Run 1, the metal 2 layer:
Drawn at 4 px/um.
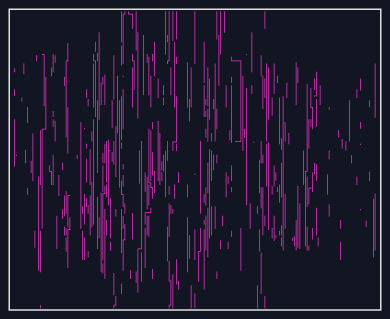
Run 1, clock wiring as the flow saved it:
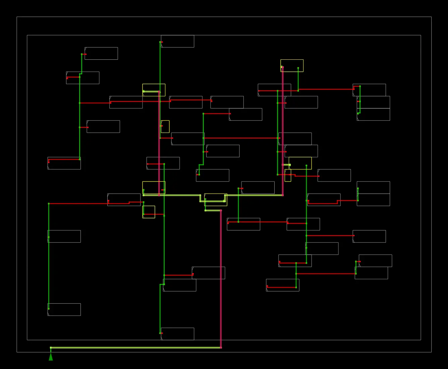
Run 1, cell density map:
Drawn at 4 px/um. The die is cut into 9 by 7 equal tiles; black is low, pale yellow is high, 0 to 100% covered.
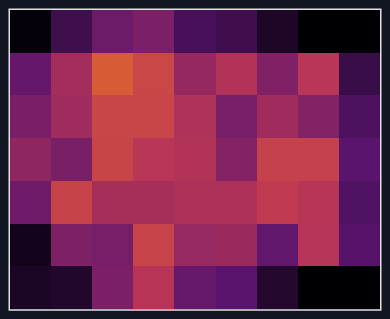
==> src/rtl/wb_cmd_pkg.sv <==
// Shared types and constants for the Wishbone classic command controller.
// Status codes double as the rsp_status_o encoding.
package wb_cmd_pkg;

    localparam logic [1:0] ST_OK              = 2'd0;
    localparam logic [1:0] ST_ERR             = 2'd1;
    localparam logic [1:0] ST_RETRY_EXHAUSTED = 2'd2;
    localparam logic [1:0] ST_TIMEOUT         = 2'd3;

    typedef enum logic [1:0] {
        WB_OK              = ST_OK,
        WB_ERR             = ST_ERR,
        WB_RETRY_EXHAUSTED = ST_RETRY_EXHAUSTED,
        WB_TIMEOUT         = ST_TIMEOUT
    } wb_status_e;

    typedef enum logic [1:0] {
        IDLE    = 2'd0,
        REQ     = 2'd1,
        BACKOFF = 2'd2,
        RESP    = 2'd3
    } wb_state_e;

    // Width able to hold 0..max_val; never narrower than one bit.
    function automatic int cnt_width(input int max_val);
        return (max_val < 1) ? 1 : $clog2(max_val + 1);
    endfunction

endpackage

==> src/rtl/wb_req_timer.sv <==
// Request-hold timer: counts cycles a Wishbone request waits without a
// termination and flags expiry on the last allowed cycle (TIMEOUT-1).
module wb_req_timer
    import wb_cmd_pkg::*;
#(
    parameter int TIMEOUT = 15
) (
    input  logic clk_i,
    input  logic rst_i,
    input  logic clr_i,
    input  logic en_i,
    output logic expired_o
);

    localparam int TW = cnt_width(TIMEOUT);

    logic [TW-1:0] tmo_cnt;

    assign expired_o = (tmo_cnt == TW'(TIMEOUT - 1));

    // Saturates at the expiry value so the counter can never wrap.
    always_ff @(posedge clk_i) begin
        if (rst_i || clr_i) begin
            tmo_cnt <= '0;
        end else if (en_i && !expired_o) begin
            tmo_cnt <= tmo_cnt + TW'(1);
        end
    end

endmodule

==> src/rtl/wb_classic_cmd_controller.sv <==
// Turns valid/ready read/write commands into single Wishbone classic cycles,
// with internal retry/backoff and timeout, and returns one response per command.
module wb_classic_cmd_controller
    import wb_cmd_pkg::*;
#(
    parameter int DAT_WIDTH   = 8,
    parameter int MAX_RETRIES = 3,
    parameter int TIMEOUT     = 15
) (
    input  logic                 clk_i,
    input  logic                 rst_i,
    input  logic                 cmd_valid_i,
    output logic                 cmd_ready_o,
    input  logic                 cmd_we_i,
    input  logic [DAT_WIDTH-1:0] cmd_dat_i,
    output logic                 rsp_valid_o,
    input  logic                 rsp_ready_i,
    output logic [DAT_WIDTH-1:0] rsp_dat_o,
    output logic [1:0]           rsp_status_o,
    output logic                 cyc_o,
    output logic                 stb_o,
    output logic                 we_o,
    output logic [DAT_WIDTH-1:0] dat_o,
    input  logic                 ack_i,
    input  logic                 err_i,
    input  logic                 rty_i,
    input  logic [DAT_WIDTH-1:0] dat_i,
    output wb_state_e            state_o
);

    localparam int RW = cnt_width(MAX_RETRIES);

    wb_state_e            state, state_n;
    logic [RW-1:0]        retry_cnt, retry_n;
    logic                 cmd_we_q, cmd_we_n;
    logic [DAT_WIDTH-1:0] cmd_dat_q, cmd_dat_n;
    logic                 cyc_q, cyc_n;
    logic                 we_q, we_n;
    logic [DAT_WIDTH-1:0] dat_q, dat_n;
    logic                 cmd_ready_q, cmd_ready_n;
    logic                 rsp_valid_q, rsp_valid_n;
    logic [DAT_WIDTH-1:0] rsp_dat_q, rsp_dat_n;
    wb_status_e           rsp_status_q, rsp_status_n;
    logic                 tmr_clr, tmr_en, tmr_expired;

    wb_req_timer #(.TIMEOUT(TIMEOUT)) u_timer (
        .clk_i     (clk_i),
        .rst_i     (rst_i),
        .clr_i     (tmr_clr),
        .en_i      (tmr_en),
        .expired_o (tmr_expired)
    );

    always_ff @(posedge clk_i) begin
        if (rst_i) begin
            state        <= IDLE;
            retry_cnt    <= '0;
            cmd_we_q     <= 1'b0;
            cmd_dat_q    <= '0;
            cyc_q        <= 1'b0;
            we_q         <= 1'b0;
            dat_q        <= '0;
            cmd_ready_q  <= 1'b0;
            rsp_valid_q  <= 1'b0;
            rsp_dat_q    <= '0;
            rsp_status_q <= WB_OK;
        end else begin
            state        <= state_n;
            retry_cnt    <= retry_n;
            cmd_we_q     <= cmd_we_n;
            cmd_dat_q    <= cmd_dat_n;
            cyc_q        <= cyc_n;
            we_q         <= we_n;
            dat_q        <= dat_n;
            cmd_ready_q  <= cmd_ready_n;
            rsp_valid_q  <= rsp_valid_n;
            rsp_dat_q    <= rsp_dat_n;
            rsp_status_q <= rsp_status_n;
        end
    end

    // Next-state logic also computes every output's next value, so all
    // outputs leave the block straight from flops.
    always_comb begin
        state_n      = state;
        retry_n      = retry_cnt;
        cmd_we_n     = cmd_we_q;
        cmd_dat_n    = cmd_dat_q;
        cyc_n        = 1'b0;
        we_n         = 1'b0;
        dat_n        = '0;
        cmd_ready_n  = 1'b0;
        rsp_valid_n  = 1'b0;
        rsp_dat_n    = rsp_dat_q;
        rsp_status_n = rsp_status_q;
        tmr_clr      = 1'b0;
        tmr_en       = 1'b0;
        unique case (state)
            IDLE: begin
                cmd_ready_n = 1'b1;
                if (cmd_valid_i && cmd_ready_q) begin
                    state_n     = REQ;
                    cmd_we_n    = cmd_we_i;
                    cmd_dat_n   = cmd_dat_i;
                    cyc_n       = 1'b1;
                    we_n        = cmd_we_i;
                    dat_n       = cmd_dat_i;
                    cmd_ready_n = 1'b0;
                    retry_n     = '0;
                    tmr_clr     = 1'b1;
                end
            end
            REQ: begin
                if (err_i) begin
                    state_n      = RESP;
                    rsp_valid_n  = 1'b1;
                    rsp_dat_n    = '0;
                    rsp_status_n = WB_ERR;
                end else if (rty_i) begin
                    if (retry_cnt < RW'(MAX_RETRIES)) begin
                        state_n = BACKOFF;
                        retry_n = retry_cnt + RW'(1);
                    end else begin
                        state_n      = RESP;
                        rsp_valid_n  = 1'b1;
                        rsp_dat_n    = '0;
                        rsp_status_n = WB_RETRY_EXHAUSTED;
                    end
                end else if (ack_i) begin
                    state_n      = RESP;
                    rsp_valid_n  = 1'b1;
                    rsp_dat_n    = cmd_we_q ? '0 : dat_i;
                    rsp_status_n = WB_OK;
                end else if (tmr_expired) begin
                    state_n      = RESP;
                    rsp_valid_n  = 1'b1;
                    rsp_dat_n    = '0;
                    rsp_status_n = WB_TIMEOUT;
                end else begin
                    cyc_n  = 1'b1;
                    we_n   = cmd_we_q;
                    dat_n  = cmd_dat_q;
                    tmr_en = 1'b1;
                end
            end
            BACKOFF: begin
                state_n = REQ;
                cyc_n   = 1'b1;
                we_n    = cmd_we_q;
                dat_n   = cmd_dat_q;
                tmr_clr = 1'b1;
            end
            RESP: begin
                rsp_valid_n = 1'b1;
                if (rsp_ready_i) begin
                    state_n      = IDLE;
                    rsp_valid_n  = 1'b0;
                    cmd_ready_n  = 1'b1;
                    rsp_dat_n    = '0;
                    rsp_status_n = WB_OK;
                end
            end
            default: state_n = IDLE;
        endcase
    end

    assign cmd_ready_o  = cmd_ready_q;
    assign rsp_valid_o  = rsp_valid_q;
    assign rsp_dat_o    = rsp_dat_q;
    assign rsp_status_o = rsp_status_q;
    assign cyc_o        = cyc_q;
    assign stb_o        = cyc_q;
    assign we_o         = we_q;
    assign dat_o        = dat_q;
    assign state_o      = state;

endmodule

==> config.mk <==
export PLATFORM = sky130hd
export DESIGN_NAME = wb_classic_cmd_controller
export DESIGN_NICKNAME = d
export VERILOG_FILES = /design/src/rtl/wb_cmd_pkg.sv /design/src/rtl/wb_req_timer.sv /design/src/rtl/wb_classic_cmd_controller.sv
export SDC_FILE = /design/constraint.sdc
export NUM_CORES = 1
export LEC_CHECK = 0
export CAP_MARGIN = 15
export CELL_PAD_IN_SITES_DETAIL_PLACEMENT = 2
export CELL_PAD_IN_SITES_GLOBAL_PLACEMENT = 2
export CORE_ASPECT_RATIO = 0.8
export CORE_MARGIN = 2
export CORE_UTILIZATION = 27
export DETAILED_ROUTE_END_ITERATION = 6
export PLACE_DENSITY = 0.76
export SYNTH_ARGS = -nofsm -noshare
export SYNTH_HDL_FRONTEND = slang
export SYNTH_SLANG_ARGS = --single-unit
==> constraint.sdc <==
create_clock -name clk_i -period 2.08 [get_ports clk_i]
set_input_delay 0.208 -clock clk_i [delete_from_list [all_inputs] [get_ports clk_i]]
set_output_delay 0.208 -clock clk_i [all_outputs]
set_load 0.01 [all_outputs]
==> summary.txt, run 1 <==
Synthesis and place-and-route results.

- The worst setup path is launched from a register.
- The count of distinct cell types in the synthesized netlist is 38.
- The largest net degree at the start of global routing is 33.
- The via density per instance is around 4.8.
- The first-pass GRT wire length is 7810 um.
- The post-layout instance area is 2410 um2.
- The synthesized netlist occupies a cell area of around 1700 um2.
- The TritonCTS clock tree is done.
- The post-route worst hold slack is 0.459 ns.
- The number of maximum-capacitance constraint violations is 0.
- The setup clock skew after layout is between 0.006 and 0.007 ns.
- For the final routed database, the setup TNS stands at 0 ns.
- Yosys mapped a number of flops with a built-in enable equal to 0.
- The final worst slack is roughly 0.22 ns.
- The CTS buffer count is 5.
- CTS reports a maximum clock tree buffer depth of 2.
- TritonRoute output was used to compute an average wire per cell of 15.0 um.
- The post-route clock period utilization is 89.5%.
- Looking at the clock tree report, the H-tree level count equals 2.
- Per the synthesis report, the single largest cell type by area occupies between 40% and 50% of cell area.
- The via count of the first global-routing pass was 1608.
- Looking at the post-CTS report, the setup buffer insertion count equals 0.
- Port buffering added 48 buffers.
- The worst relative slew slack is 52.4%.
- The highest ir drop seen on vdd is 275 uV.
- Endpoints with negative setup slack in the final report add up to 0.
- The first detailed-routing pass ran for 4 iterations.
- For this run the top cell type by instance count after synthesis was sky130_fd_sc_hd__dfxtp_1.
- The global routing report lists combined usage of all routing layers as 14.6%.
- The type of the worst setup path is register to register.
- The flow ran to the end, and the final reports show no timing, DRC or antenna violations.
- The largest fanout on the critical path is 7.
- According to the floorplan report, the total die area is 6920 um2.
- In this run the tools logged warnings totalling 31.
- The cell at the root of the clock tree is sky130_fd_sc_hd__clkbuf_8.
- The synthesis stat section lists a flop and latch total of 39.
- The achievable frequency is 537 MHz.
- For this design, the CTS-stage hold fixing added 0 buffers.
- The floorplan report gives the top-level pin count as ~49.
- For reference, the final report shows the max-slew violation count at 0.
- Per Yosys stat, the portion of area used by sequential elements is between 40% and 50%.
- The antenna violation net count after detailed routing is 0.
- The detailed router finished its first iteration with 30 violations.
- The fraction of final layout cells sized beyond drive strength 1 is 8.33%.
- The die width is 92.5 um.
- The clock net in this run drives a total of 39 sinks.
- The area added between synthesis and finish is 42.4%.
- The synthesized netlist net count is 216.
- Overall power consumption after layout is estimated at 2.31 mW.
- After synthesis, the mean cell area works out to 9.20 um2.
- The instance area at placement is 2320 um2.
About 'the metal 2 layer':
main direction	vertical
longest straight run	38.4 um
nets with wire on the layer	239
share of all routed wire	47%
routed vias: 1529
wire length reported by the detailed router: 4830 um
global routing met2 resource utilization: 25.1%

About 'clock wiring as the flow saved it':
Clock Power: 0.515 mW
clock insertion delay at the later pin of the skew report: 0.29 ns

About 'cell density map':
nearly empty tiles	7.9%
mean over tiles	33%
fullest tile	61%
final core area utilization: 40.3%
core area: 5970 um2
fp_density: 28.3%

## run 1: sequential cells by signal, summed over array words and instances (netlist names)
| signal | flops |
|---|---|
| we_o | 1 |
| rsp_status_o | 2 |
| rsp_dat_o | 8 |
| cmd_dat_q | 8 |
| retry_cnt | 2 |
| dat_o | 8 |
| u_timer.tmo_cnt | 4 |
| rsp_valid_o | 1 |
| cyc_o | 1 |
| state_o | 2 |
| cmd_ready_o | 1 |
| cmd_we_q | 1 |
## run 1: cell families after synthesis
family	Yosys count	synth area share [%]
and+or+nand+nor	76	23.4
xor gates and xnor gates	3	1.55
adders and majority gates	8	5.91
muxes	9	5.40
buffers and inverters	13	3.18
AOI/OAI and AO/OA	36	14.5
DFF	39	46.1
## run 1: cell type report
type,count,area (um2)
Multi-Input combinational cell,132,858
Fill cell,670,3560
Tap cell,81,101
Inverter,5,18.8
Sequential cell,39,781
Clock buffer,6,72.6
Clock inverter,2,12.5
Timing Repair Buffer,56,566
## run 1: path summary, 6_finish.rpt
path	start	endpoint	slack, ns	cells after the start
max	state_o[0]	rsp_status_o[1]	0.22	5
max reg2reg	state_o[0]	rsp_status_o[1]	0.22	5
min	cmd_dat_q[1]	cmd_dat_q[1]	0.46	2
min reg2reg	cmd_dat_q[1]	cmd_dat_q[1]	0.46	2
## run 1: per-layer routing
metal / wire [um] / part of all wire, % / GRT usage (%)
met1: 2270 / 47 / 18.1
met2: 2260 / 47 / 25.1
met3: 220 / 4.6 / 3.20
met4: 82 / 1.7 / 5.97
met5: 0 / 0 / 0
## run 1: critical path: stages (launching register included)
cell,delay [ns]
sky130_fd_sc_hd__dfxtp_1,0.37
sky130_fd_sc_hd__ha_1,0.31
sky130_fd_sc_hd__nor2b_1,0.21
sky130_fd_sc_hd__a2111o_1,0.42
sky130_fd_sc_hd__nand2_4,0.10
sky130_fd_sc_hd__mux2_1,0.33
## run 1: power by group
part	internal [mW]	switching, mW	total (mW)
registers	0.832	0.0665	0.899
clock network	0.235	0.280	0.515
logic	0.437	0.457	0.894
total	1.50	0.804	2.31
## run 1: layout by cell type (no fill, tap or decap), types with 2 or more instances in the layout
master	instances
sky130_fd_sc_hd__nor4_1	2
sky130_fd_sc_hd__nand4_1	2
sky130_fd_sc_hd__a21oi_1	13
sky130_fd_sc_hd__nand3_1	6
sky130_fd_sc_hd__a31oi_1	4
sky130_fd_sc_hd__nand2b_1	8
sky130_fd_sc_hd__nor3_1	3
sky130_fd_sc_hd__a211oi_1	3
sky130_fd_sc_hd__xnor2_1	2
sky130_fd_sc_hd__clkdlybuf4s50_1	48
sky130_fd_sc_hd__nor3_2	3
sky130_fd_sc_hd__ha_1	8
sky130_fd_sc_hd__and3_1	3
sky130_fd_sc_hd__nand2_1	29
sky130_fd_sc_hd__nor2b_1	2
sky130_fd_sc_hd__buf_4	6
sky130_fd_sc_hd__mux2i_1	8
sky130_fd_sc_hd__dfxtp_1	39
sky130_fd_sc_hd__buf_12	2
sky130_fd_sc_hd__inv_1	5
sky130_fd_sc_hd__clkbuf_8	5
sky130_fd_sc_hd__nor2_1	9
sky130_fd_sc_hd__a22o_1	9
sky130_fd_sc_hd__or3_1	3
sky130_fd_sc_hd__o21ai_0	2
## Run 2: what changed since run 1
--- a/config.mk
+++ b/config.mk
@@ -5,7 +5,6 @@
 export SDC_FILE = /design/constraint.sdc
 export NUM_CORES = 1
 export LEC_CHECK = 0
-export CAP_MARGIN = 15
 export CELL_PAD_IN_SITES_DETAIL_PLACEMENT = 2
 export CELL_PAD_IN_SITES_GLOBAL_PLACEMENT = 2
 export CORE_ASPECT_RATIO = 0.8
Run 2, register map, names as in the netlist:
Drawn at 4 px/um.
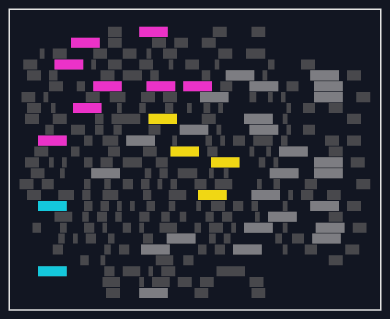
netlist name	color	placed flops
retry_cnt	cyan	2
u_timer.tmo_cnt	yellow	4
rsp_dat_o	magenta	8
not colored	25
sequential cell area: 781 um2
flip-flop and latch share of the layout cell area: 32.4%
sequential cell power: 0.899 mW

Run 2, cell density map:
Drawn at 4 px/um. The die is cut into 9 by 7 equal tiles; black is low, pale yellow is high, 0 to 100% covered.
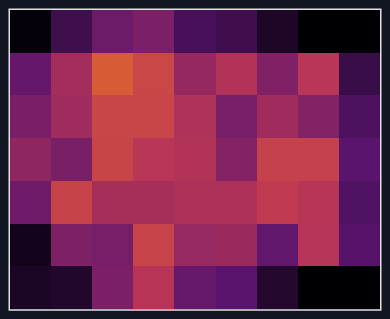
nearly empty tiles	7.9%
fullest tile	61%
mean over tiles	33%

==> run 2 against run 1 <==
Against the previous run:
- critical path depth unchanged
- non-clock buffer count unchanged
- power unchanged
- largest power group unchanged
==> summary.txt, run 2 <==
Synthesis and place-and-route results.

- The run finished with clean final reports.
- The final timing report counts setup violations totalling 0.
- Input and output buffers added on the ports amount to 48.
- The number of vias in the routed layout is roughly 1.5k.
- STA classifies the critical path endpoint as a register.
- The synthesized netlist occupies a cell area of 1690 um2.
- In the final timing run, aggregate negative setup slack is 0 ns.
- The H-tree generated during clock tree synthesis spans 2 levels.
- The number of enable-type register cells in the synthesized netlist is 0.
- Counting only logic cells after layout, the most numerous master is sky130_fd_sc_hd__clkdlybuf4s50_1.
- Per the final report, max-transition violations number 0.
- For this block, the initial DRC count from the detailed router was 30.
- For this run, the detailed router's first-pass iteration total came to 4.
- The total I/O pin count is 49.
- The final worst slack is 0.219 ns.
- The script logs the mean routed wire length per placed instance as roughly 15 um.
- The cts-stage hold buffer count is 0.
- STA shows the worst min-delay path finishing at cmd_dat_q[1].
- Counting distinct cell types in the post-synthesis netlist gives 38.
- The longest incremental delay of any stage on the critical path is reported as 0.42 ns.
- The total detailed-routing wirelength is 4830 um.
- Among all cell types in the netlist, the one instantiated most often is sky130_fd_sc_hd__dfxtp_1.
- The first-pass GRT wire length is 7810 um.
- In this run the tightest slew margin relative to its limit is 52.4%.
- The area share of the leading cell type in the synthesized netlist is 46.1%.
- For flop-to-flop paths, the worst setup slack is about 0.22 ns.
- Across the routed clock network, the largest skew measured is 0.00603 ns.
- The die is 92.5 um wide.
- Overall power consumption after layout is estimated at 2.31 mW.
- Entering global routing, the biggest net connects 33 pins.
- The register area share after synthesis is a little under half.
- The routability-driven placement congestion ratio is 0.752.
- The cell sequence reported for the critical path is ha_1 -> nor2b_1 -> a2111o_1 -> nand2_4 -> mux2_1.
- The cell at the root of the clock tree is sky130_fd_sc_hd__clkbuf_8.
- The clock passes through at most 2 buffers.
- The post-route worst hold slack is ~0.46 ns.
- The synth_stat.txt file lists the number of cells as 184.
- The clock latency on the worst-skew pair is 0.29 ns.
- The area added between synthesis and finish is 42.4%.
- Per the OpenROAD timing report, the critical path contains 5 cells.
- The total core area is 5970 um2.
- The chip occupies 6920 um2.
- The total global-route track usage is 14.6%.
- Once detail routing completed, the nets flagged for antenna violations numbered 0.
- The synthesized netlist net count is 216.
- According to the CTS report, the clock sink count is 39.
- The critical path maximum fanout is 7.
- For the worst min-delay path, the startpoint reported by OpenROAD is cmd_dat_q[1].
- The cell with the largest stage delay on the worst path is sky130_fd_sc_hd__a2111o_1.
- The top cell family by delay on the critical path is AND-OR/OR-AND gates.
- Cells fill about two fifths of the core in the end.
- The startpoint of the worst register-to-register path is state_o[0].
- Per the run summary, max-cap violations total 0.
- The number of storage elements in the synthesis netlist is 39.
- The transition time recorded at the tightest slew-check pin is between 0.6 and 0.7 ns.
- Per the timing report, the most critical flop-to-flop path finishes at rsp_status_o[1].
- The hold path depth is 2.
- The average size of a mapped cell is 9.20 um2.
- The post-route clock period utilization is 89.5%.
- The via count of the first global-routing pass is 1608.
- The stage-log warning count is 31.
- The worst setup path is launched from a register.
- The highest ir drop seen on vdd is 275 uV.
- The floorplan utilization is between 20% and 30%.
- The script logs the ratio of routed vias to standard cells as 4.76.
- In this run the post-CTS setup repair buffer count came out at 0.
- The final layout report lists a filler cell count of 670.
- In the layout the commonest cells are sky130_fd_sc_hd__clkdlybuf4s50_1, sky130_fd_sc_hd__dfxtp_1, sky130_fd_sc_hd__nand2_1.
- The total buffers and inverters traversed by the critical path is 0.
[run 2: cell counts in the layout (fill, tap and decap cells not counted)]
No cell type changed its count.
[run 2: kinds of logic (layout without fill, tap and decap cells)]
kind of cell    Yosys count  after routing  share of synthesized area [%]
mux                       9              9                           5.40
flops                    39             39                           46.1
xor+xnor                  3              3                           1.55
fa+ha+maj                 8              8                           5.91
simple gates             76             76                           23.4
compound gates           36             36                           14.5
buf+inv                  13             69                           3.18
[run 2: worst max path at each step]
| stage | from | to | slack (ns) |
|---|---|---|---|
| 6_report | state_o[0] | rsp_status_o[1] | 0.22 |
| 5_1_grt | state_o[0] | rsp_status_o[1] | 0.11 |
| 4_1_cts | state_o[0] | rsp_status_o[1] | 0.20 |
| 3_5_place_dp | err_i | rsp_status_o[1] | 0.05 |
| 3_3_place_gp | err_i | rsp_status_o[1] | 0.16 |
| 2_1_floorplan | state_o[0] | rsp_status_o[1] | 0.26 |
[run 2: per-stage QoR]
stage                     cells  area, um2
final                       321       2410
after global routing        321       2410
after CTS                   321       2410
after detailed placement    313       2320
after global placement      313       2320
after floorplan             184       1690
[run 2: final cells by class]
class	count	area, um2	area share, %
multi-input combinational	132	858	35.6
sequential	39	781	32.4
clock buffer	6	72.6	3.01
tap	81	101	4.21
timing repair buffer	56	566	23.5
clock inverter	2	12.5	0.519
inverter	5	18.8	0.779
[run 2: power breakdown]
part | internal (mW) | switching (mW)
Combinational | 0.437 | 0.457
Sequential | 0.832 | 0.0665
Clock | 0.235 | 0.280
[run 2: tightest hold or removal path, delay by kind of cell, from the launching register on]
kind            cells  cell delay [ns]
flops               1             0.31
compound gates      1             0.05
simple gates        1             0.05
[run 2: routing by layer]
| layer | vias up | wire length (um) | global-route usage [%] |
|---|---|---|---|
| met5 | - | 0 | 0 |
| met4 | 0 | 82 | 5.97 |
| met3 | 7 | 220 | 3.20 |
| met2 | 35 | 2260 | 25.1 |
| met1 | 733 | 2270 | 18.1 |
| li1 | 754 | - | - |
Power figures rest on the tool's default switching activity, not on a simulated workload.
